## src/rtl/serial_rx_8051.sv

```systemverilog
// 8051 serial-port mode-1 receiver: 8N1 frames on rxd are loaded into sbuf.
// Raises ri_flag (mirrored on int_ri) on a good frame; tracks framing and overrun errors.
module serial_rx_8051 #(
  parameter int BAUD_DIV = 104,
  parameter int CNT_W    = 8
) (
  input  logic       clock,
  input  logic       reset,
  input  logic       rxd,
  input  logic       ren,
  input  logic       ri_clr,
  output logic [7:0] sbuf,
  output logic       ri_flag,
  output logic       int_ri,
  output logic       fe_flag,
  output logic       ovr_flag,
  output logic       busy
);

  typedef enum logic [1:0] {
    ST_IDLE  = 2'd0,
    ST_START = 2'd1,
    ST_DATA  = 2'd2,
    ST_STOP  = 2'd3
  } state_e;

  localparam logic [CNT_W-1:0] HALF_M1 = CNT_W'(BAUD_DIV / 2 - 1);
  localparam logic [CNT_W-1:0] FULL_M1 = CNT_W'(BAUD_DIV - 1);
  localparam logic [CNT_W-1:0] CNT_ONE = CNT_W'(1);

  state_e           state_q, state_d;
  logic             rxd_m_q, rxd_s_q, rxd_p_q;
  logic [CNT_W-1:0] cnt_q, cnt_d;
  logic [2:0]       bitidx_q, bitidx_d;
  logic [7:0]       shreg_q, shreg_d;
  logic [7:0]       sbuf_q, sbuf_d;
  logic             ri_q, ri_d;
  logic             fe_q, fe_d;
  logic             ovr_q, ovr_d;
  logic             busy_q;
  logic             fall_s;
  logic             stop_ok_s;
  logic             stop_bad_s;
  logic             load_s;

  // rxd_p_q holds the previous synchronized level so only a 1->0 transition starts a frame
  assign fall_s = rxd_p_q & ~rxd_s_q;

  always_ff @(posedge clock) begin
    if (reset) begin
      state_q <= ST_IDLE;
    end else begin
      state_q <= state_d;
    end
  end

  always_comb begin
    state_d = state_q;
    case (state_q)
      ST_IDLE: begin
        if (ren && fall_s) begin
          state_d = ST_START;
        end else begin
          state_d = ST_IDLE;
        end
      end
      ST_START: begin
        if (!ren) begin
          state_d = ST_IDLE;
        end else if (cnt_q == HALF_M1) begin
          state_d = rxd_s_q ? ST_IDLE : ST_DATA;
        end else begin
          state_d = ST_START;
        end
      end
      ST_DATA: begin
        if (!ren) begin
          state_d = ST_IDLE;
        end else if ((cnt_q == FULL_M1) && (bitidx_q == 3'd7)) begin
          state_d = ST_STOP;
        end else begin
          state_d = ST_DATA;
        end
      end
      ST_STOP: begin
        if (!ren) begin
          state_d = ST_IDLE;
        end else if (cnt_q == FULL_M1) begin
          state_d = ST_IDLE;
        end else begin
          state_d = ST_STOP;
        end
      end
      default: state_d = ST_IDLE;
    endcase
  end

  always_comb begin
    cnt_d      = cnt_q;
    bitidx_d   = bitidx_q;
    shreg_d    = shreg_q;
    stop_ok_s  = 1'b0;
    stop_bad_s = 1'b0;
    case (state_q)
      ST_IDLE: begin
        cnt_d    = '0;
        bitidx_d = 3'd0;
      end
      ST_START: begin
        if (cnt_q == HALF_M1) begin
          cnt_d    = '0;
          bitidx_d = 3'd0;
        end else begin
          cnt_d = cnt_q + CNT_ONE;
        end
      end
      ST_DATA: begin
        if (cnt_q == FULL_M1) begin
          cnt_d    = '0;
          bitidx_d = bitidx_q + 3'd1;
          shreg_d  = {rxd_s_q, shreg_q[7:1]};
        end else begin
          cnt_d = cnt_q + CNT_ONE;
        end
      end
      ST_STOP: begin
        if (cnt_q == FULL_M1) begin
          cnt_d      = '0;
          stop_ok_s  = ren & rxd_s_q;
          stop_bad_s = ren & ~rxd_s_q;
        end else begin
          cnt_d = cnt_q + CNT_ONE;
        end
      end
      default: begin
        cnt_d    = '0;
        bitidx_d = 3'd0;
      end
    endcase
  end

  // A set event on the stop-sample edge overrides a coincident ri_clr
  always_comb begin
    load_s = stop_ok_s & ~ri_q;
    sbuf_d = load_s ? shreg_q : sbuf_q;
    ri_d   = load_s | (ri_q & ~ri_clr);
    ovr_d  = (stop_ok_s & ri_q) | (ovr_q & ~ri_clr);
    fe_d   = stop_bad_s | (fe_q & ~ri_clr);
  end

  always_ff @(posedge clock) begin
    if (reset) begin
      rxd_m_q  <= 1'b1;
      rxd_s_q  <= 1'b1;
      rxd_p_q  <= 1'b1;
      cnt_q    <= '0;
      bitidx_q <= 3'd0;
      shreg_q  <= 8'h00;
      sbuf_q   <= 8'h00;
      ri_q     <= 1'b0;
      fe_q     <= 1'b0;
      ovr_q    <= 1'b0;
      busy_q   <= 1'b0;
    end else begin
      rxd_m_q  <= rxd;
      rxd_s_q  <= rxd_m_q;
      rxd_p_q  <= rxd_s_q;
      cnt_q    <= cnt_d;
      bitidx_q <= bitidx_d;
      shreg_q  <= shreg_d;
      sbuf_q   <= sbuf_d;
      ri_q     <= ri_d;
      fe_q     <= fe_d;
      ovr_q    <= ovr_d;
      busy_q   <= (state_d != ST_IDLE);
    end
  end

  assign sbuf     = sbuf_q;
  assign ri_flag  = ri_q;
  assign int_ri   = ri_q;
  assign fe_flag  = fe_q;
  assign ovr_flag = ovr_q;
  assign busy     = busy_q;

endmodule
```

## config.mk

```make
export PLATFORM = sky130hd
export DESIGN_NAME = serial_rx_8051
export DESIGN_NICKNAME = d
export VERILOG_FILES = /design/src/rtl/serial_rx_8051.sv
export SDC_FILE = /design/constraint.sdc
export NUM_CORES = 1
export LEC_CHECK = 0
export ABC_CLOCK_PERIOD_IN_PS = 2200
export CAP_MARGIN = 20
export CELL_PAD_IN_SITES_DETAIL_PLACEMENT = 1
export CELL_PAD_IN_SITES_GLOBAL_PLACEMENT = 2
export CORE_MARGIN = 4
export CORE_UTILIZATION = 34
export CTS_CLUSTER_DIAMETER = 150
export DETAILED_ROUTE_END_ITERATION = 8
export PLACE_DENSITY_LB_ADDON = 0.1
export SYNTH_ARGS = -nofsm -noshare
export SYNTH_HDL_FRONTEND = slang
export SYNTH_SLANG_ARGS = --single-unit
```

## constraint.sdc

```tcl
create_clock -name clock -period 2.2 [get_ports clock]
set_input_delay 0.22 -clock clock [delete_from_list [all_inputs] [get_ports clock]]
set_output_delay 0.22 -clock clock [all_outputs]
set_load 0.02 [all_outputs]
```

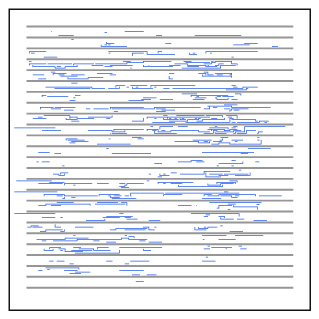
Fig. 1. Signal wires on met1.
(4 px per um) Supply wires on this layer in gray.
The layer carries 1,440 um of wire. The wires run mostly horizontal. The layer holds 45% of the routed length.
met1 layer usage reported by global route: 0.151
wire length after detailed routing: 3200 um

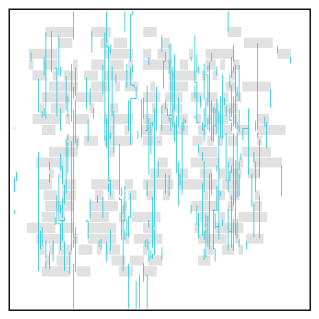
Fig. 2. Met2 routing.
(4 px per um) Cells faint in the background.
The layer holds 50% of the routed length. The longest straight run is 33.3 um. 158 nets have wire on it. The layer carries 1,610 um of wire.
met2 Usage GRT: 0.206
DR vias: 1,134

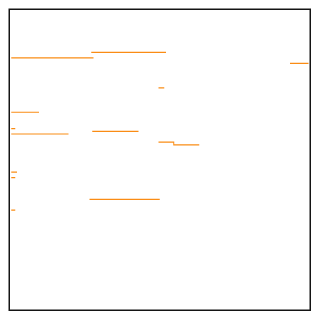
Fig. 3. The metal 3 layer.
(4 px per um)
The longest straight run is 20.2 um. 9 nets have wire on it.
global-route track usage on met3: 0.0494

==> flow_summary.rst <==
Physical design figures
=======================

.. list-table::
   :header-rows: 1

   * - Metric
     - Value
   * - Result of the run
     - completed
   * - Maximum buffer depth of the clock tree
     - 2
   * - Total power of the final layout
     - 1180 uW
   * - Main area contributors after synthesis
     - sky130_fd_sc_hd__dfxtp_1 47%, sky130_fd_sc_hd__mux2i_1 11%, sky130_fd_sc_hd__nor2_1 7.4%, sky130_fd_sc_hd__ha_1 2.5%, sky130_fd_sc_hd__xor2_1 2.3%
   * - Number of buffers created by CTS
     - 5
   * - Postcts setup bufs
     - 0
   * - Leak pwr
     - 0.000606 uW
   * - Post-DR wirelength/cell
     - 14.0 um
   * - Hold Path Class
     - register to register
   * - Async set-or-reset flop fraction in the synthesized netlist
     - 0
   * - Slew of the pin with the lowest slew margin
     - 0.573 ns
   * - Power per Cell Area
     - 639 nW/um2
   * - Drt drc
     - 0
   * - Number of flops mapped to enable cells by yosys
     - 0
   * - Syn nets
     - 164
   * - Number of cells on the worst hold path
     - 1
   * - Latency at later pin
     - 0.29 ns
   * - Global placement routability congestion
     - 0.759
   * - Share of cell area taken by flip-flops and latches
     - 0.391
   * - Multiplexer share of the synthesized area
     - 0.105
   * - Cycle use final
     - 0.856
   * - Slack of the worst reg-to-reg path
     - 0.32 ns
   * - Unrepaired setup endpoints after global routing
     - no
   * - Remaining antenna violation count
     - 0
   * - Depth of the worst register-to-register path
     - 5
   * - Antenna Diode Count
     - 0
   * - Final total negative setup slack
     - 0 ns
   * - Commonest cells after routing, fill and taps aside
     - 36 x sky130_fd_sc_hd__dfxtp_1, 30 x sky130_fd_sc_hd__nor2_1, 17 x sky130_fd_sc_hd__clkdlybuf4s50_1
   * - Relative slew slack
     - 0.616
   * - Dominant comb cell
     - simple AND/OR/NAND/NOR gates
   * - Internal power summed over all cells
     - 918 uW
   * - AND-OR/OR-AND share of the synthesized area
     - 0.0798
   * - XOR/XNOR Fraction of Synth Area
     - 0.0346
   * - Hold Violations, Final
     - 0
   * - Instance area at placement
     - 1750 um2
   * - Fill count
     - 488
   * - Yosys warns
     - 0
   * - I/O pin total
     - 18
   * - Iteration-0 DRC count of the detailed router
     - 41
   * - Overall track demand over capacity in global routing
     - 0.129
   * - Total iterations of the first detailed-routing run
     - 4
   * - Sequential fraction of design power
     - 0.557
   * - Die W
     - 74.9 um
   * - Hold path start
     - rxd_m_q$_SDFF_PP1_
   * - Post-synthesis sequential area ratio
     - 0.474
   * - Global-route wire length before repair
     - 5460 um
   * - Clock transition time at the flip-flop clock pins of the worst setup and hold paths
     - 0.07 ns
   * - Final design instance area without fill
     - 1840 um2
   * - Met3 wirelength from detailed routing
     - 107 um
   * - CP Launch Type
     - register
   * - Clock tree from TritonCTS
     - built
   * - Number of tap cells inserted
     - 52
   * - Number of cell instances after yosys synthesis
     - 156
   * - Comb_multi_in
     - 108
   * - Layout cells sized above 1
     - 0.107
   * - Share of final layout cell area taken by non-clock buffers
     - 0.109
   * - Total half-perimeter wirelength after legalization and detailed placement
     - 2340 um
   * - Simple share
     - 0.245
   * - Logic area
     - 744 um2
   * - Flops after synth
     - 36
   * - Achievable clock frequency
     - 531 MHz
   * - Met2 wire len
     - 1610 um
   * - Clock buffer and inverter area fraction after layout
     - 0.0530
   * - Number of antenna violations at the first check in global routing
     - 0
   * - Post-Route M1 WL
     - 1440 um
   * - Flip-flop cell with the highest count after synthesis
     - sky130_fd_sc_hd__dfxtp_1
   * - Total Die Area
     - 5600 um2
   * - Top post-synthesis cells by count
     - 36 x sky130_fd_sc_hd__dfxtp_1, 30 x sky130_fd_sc_hd__nor2_1, 16 x sky130_fd_sc_hd__mux2i_1, 6 x sky130_fd_sc_hd__a21oi_1, 6 x sky130_fd_sc_hd__nand2_1
   * - Clock H-tree levels
     - 2
   * - Chip Area, Yosys
     - 1520 um2
   * - Y dimension of the die
     - 74.9 um
   * - Combinational power share
     - 0.021
   * - Total of buffers placed on input and output ports
     - 17
   * - Count of buffers not belonging to the clock network in the layout
     - 21
   * - Logic share of the area
     - 0.404
   * - Std cell rows
     - 24
   * - Adder-cell share of the synthesized area
     - 0.0247
   * - Net switching power
     - 259 uW
   * - Flop count
     - 36
   * - Top sig layer
     - met4
   * - Remaining global-route overflow
     - 0
   * - DR vias/cell
     - 4.95
   * - Critical Setup Path Class
     - register to register
   * - PostCTS Resize Cnt
     - 0
   * - Hold-fix buffers at CTS
     - 0
   * - Synthesized area divided by synthesized cell count
     - 9.74 um2
   * - Number of global-route vias before repair
     - 1,188
   * - Worst setup path endpoint
     - cnt_q[7]$_SDFF_PP0_
   * - Critical path required time
     - 2.35 ns
   * - Final layout net count
     - 184
   * - Min Clock Period, post-route
     - 1.88 ns
   * - Final tally of setup violations
     - 0
   * - Initial core utilization
     - 0.349
   * - Log Warnings
     - 26
   * - Switching share of power
     - 0.220
   * - Maximum ir drop on the vdd rail
     - 348 uV
   * - Maximum capacitance violations
     - 0
   * - Total number of clock tree sinks
     - 36
   * - Library cell occupying the most area in the post-synthesis netlist
     - sky130_fd_sc_hd__dfxtp_1
   * - Worst Path Arrival
     - 2.04 ns
   * - Synth top area share
     - 0.474
   * - Sequential Area
     - 721 um2
   * - Top cell class by occupied area
     - multi-input combinational cells
   * - Buffer cell driving the clock tree root
     - sky130_fd_sc_hd__clkbuf_8
   * - Core Footprint
     - 4350 um2
   * - Clock share of power
     - 0.422
   * - Most common cell in the synthesized netlist
     - sky130_fd_sc_hd__dfxtp_1
   * - Clock buffer count in the final layout
     - 6
   * - Slew Limit Fails
     - 0
   * - Sink of the worst hold path
     - rxd_s_q$_SDFF_PP1_
   * - Synthesis-to-finish area growth
     - 21.2%
[cells by family (layout without fill, tap and decap cells)]
family,Yosys count,after routing
AND-OR/OR-AND,18,18
XOR/XNOR,6,6
adder cells (fa/ha/maj),3,3
buffers and inverters,12,33
flip-flops,36,36
multiplexers,16,16
AND/OR/NAND/NOR,65,65
[metrics by stage]
stage | setup slack [ns] | hold slack (ns) | util | cells
6_report | 0.318 | 0.412 | 0.423 | 229
5_1_grt | 0.0985 | 0.440 | 0.423 | 229
4_1_cts | 0.254 | 0.416 | 0.423 | 229
3_5_place_dp | 0.264 | 0.397 | 0.401 | 221
3_3_place_gp | 0.380 | 0.391 | 0.401 | 221
2_1_floorplan | 0.480 | 0.324 | - | 156
[sequential cells by signal, indices dropped and copies added (netlist names)]
| register | cells |
|---|---|
| cnt_q | 8 |
| bitidx_q | 3 |
| ovr_flag | 1 |
| rxd_p_q | 1 |
| rxd_s_q | 1 |
| state_q | 2 |
| shreg_q | 8 |
| rxd_m_q | 1 |
| int_ri | 1 |
| fe_flag | 1 |
| busy | 1 |
| sbuf | 8 |
[power by group through the flow]
stage                     clock (uW)  sequential, uW  combinational [uW]
after global placement             0             671                24.9
after detailed placement           0             671                25.6
final                            497             656                24.8
after global routing             542             656                27.4
after floorplan                    0             670                12.9
after CTS                        517             656                25.5
[worst max-delay path: stages (launching register included)]
cell                       delay, ns
sky130_fd_sc_hd__dfxtp_1        0.35
sky130_fd_sc_hd__ha_1           0.32
sky130_fd_sc_hd__and4bb_2       0.33
sky130_fd_sc_hd__a21boi_0       0.13
sky130_fd_sc_hd__o211ai_1       0.51
sky130_fd_sc_hd__nor2_1         0.11
[routing by layer]
metal / track usage / up-vias
met5: 0 / -
met4: 0.0613 / 0
met3: 0.0494 / 5
met2: 0.206 / 14
met1: 0.151 / 535
li1: - / 580
Power figures rest on the tool's default switching activity, not on a simulated workload.
